==> config.mk <==
export PLATFORM = sky130hd
export DESIGN_NAME = countdown_timer
export DESIGN_NICKNAME = d
export VERILOG_FILES = /design/src/rtl/countdown_timer.sv
export SDC_FILE = /design/constraint.sdc
export NUM_CORES = 1
export LEC_CHECK = 0
export ABC_AREA = 0
export CAP_MARGIN = 15
export CORE_ASPECT_RATIO = 1.1
export CORE_UTILIZATION = 61
export CTS_CLUSTER_SIZE = 16
export DETAILED_ROUTE_END_ITERATION = 8
export PLACE_DENSITY_LB_ADDON = 0.3
export SLEW_MARGIN = 40
export SYNTH_ARGS = -nofsm -noshare
export SYNTH_HDL_FRONTEND = slang
export SYNTH_SLANG_ARGS = --single-unit
==> constraint.sdc <==
create_clock -name clk -period 4.8 [get_ports clk]
set_input_delay 0.72 -clock clk [delete_from_list [all_inputs] [get_ports clk]]
set_output_delay 0.72 -clock clk [all_outputs]
set_load 0.01 [all_outputs]
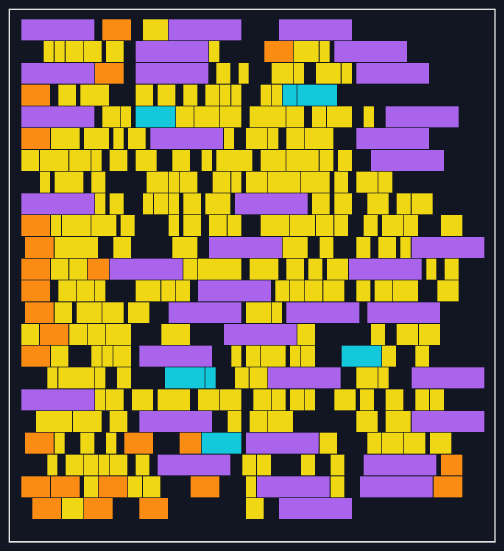
Fig. 1. Placement by cell class.
Drawn at 8 px/um.
remaining logic cells -> yellow  # cells 213, share of their area 52%
remaining buffers and delay cells -> orange  # cells 25, share of their area 9.5%
clock drivers and dummy loads -> cyan  # cells 7, share of their area 3.0%
registers -> purple  # cells 36, share of their area 35%
flop share of the area: 34.3%
Site Rows: 23
Final Cell Area: 2630 sq um
final core utilization: 72.5%

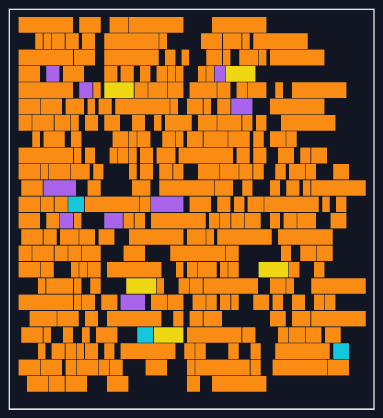
Fig. 2. Cell sizes after repair.
Drawn at 6 px/um.
x1 and smaller -> orange  # cells 264, share 94%, most used dfrtp_1
x2 -> purple  # cells 9, share 3.2%, most used or2_2
x3 and x4 -> cyan  # cells 3, share 1.1%, most used buf_4
x6 and larger -> yellow  # cells 5, share 1.8%, most used clkbuf_8
nonclk buf count: 25
Final WS setup: 1850 ps
P&R area growth vs syn: 14.3%

==> results.py <==
# Generated from Yosys and OpenROAD reports
metrics = {
    "power_and_ir_drop": {
        "sw_frac_of_total_pct": 25.8,
        "ir_worst_vdd_uv": 169,
        "pg_clk_mw": 0.207,
    },
    "worst_setup_path": {
        "cp-end-kind": "flop",
        "critical_path.startpoint_type": "input pin",
        "critPathTopFamily": "buffers and inverters",
        "required_ps": 4950,
        "ff2ff_path_depth": 5,
    },
    "final_layout": {
        "regArea_sq_um": 901,
        "largest_reg_flops": 26,
        "stdcell_count": 331,
        "nFillCells": 290,
        "antenna_cells": 0,
        "nNetsFinal": 298,
    },
    "synthesis": {
        "top_logic_kind": "simple AND/OR/NAND/NOR gates",
        "synth.cellmix.compoundShare_pct": 19.0,
        "most_common_cell": "dfrtp_1",
        "ys_sh_mux_pct": 2.67,
        "yosys_area_sq_um": 2300,
    },
    "min_path": {
        "hold_path_class": "flop to flop",
    },
    "detailed_routing": {
        "first_iter_violations": 114,
    },
    "run": {
        "warnings": 28,
        "drv_cap": 0,
    },
    "floorplan": {
        "chip_area_sq_um": 4020,
        "die_width_um": 60.5,
        "ios": 23,
    },
    "global_route": {
        "grt_overflow": 0,
    },
    "clock_network": {
        "cts_num_sinks": 36,
        "clkSlewWorstSetupHoldPaths_ps": 70,
    },
    "status": {
        "status": "complete, no violations",
    },
    "final_timing": {
        "worstMarginPinSlew_ps": 620,
        "setup_violations": 0,
        "layout_worst_path_cycle_share_pct": 61.4,
    },
    "placement": {
        "post-dp-hpwl_mm": 3.90,
        "dpl_cell_area_sq_um": 2540,
    },
}
## area by class of cell
class                      count  share of cell area, %
clock inverter                 1                  0.190
timing repair buffer          25                   9.24
sequential                    36                   34.3
clock buffer                   6                   2.76
multi-input combinational    204                   49.9
inverter                       9                   1.29
tap                           50                   2.38
## metrics by stage
| step | power, mW | util (%) |
|---|---|---|
| 6_report | 0.587 | 72.5 |
| 4_1_cts | 0.589 | 72.3 |
| 2_1_floorplan | 0.353 | - |
| 5_1_grt | 0.611 | 72.5 |
| 3_3_place_gp | 0.384 | 70.2 |
| 3_5_place_dp | 0.386 | 70.2 |
## worst min-delay path, cell delays in order (launching register included)
cell	delay [ps]
dfrtp_1	390
o31ai_1	70
a21oi_1	50
Power is estimated from default activity; no workload was simulated.
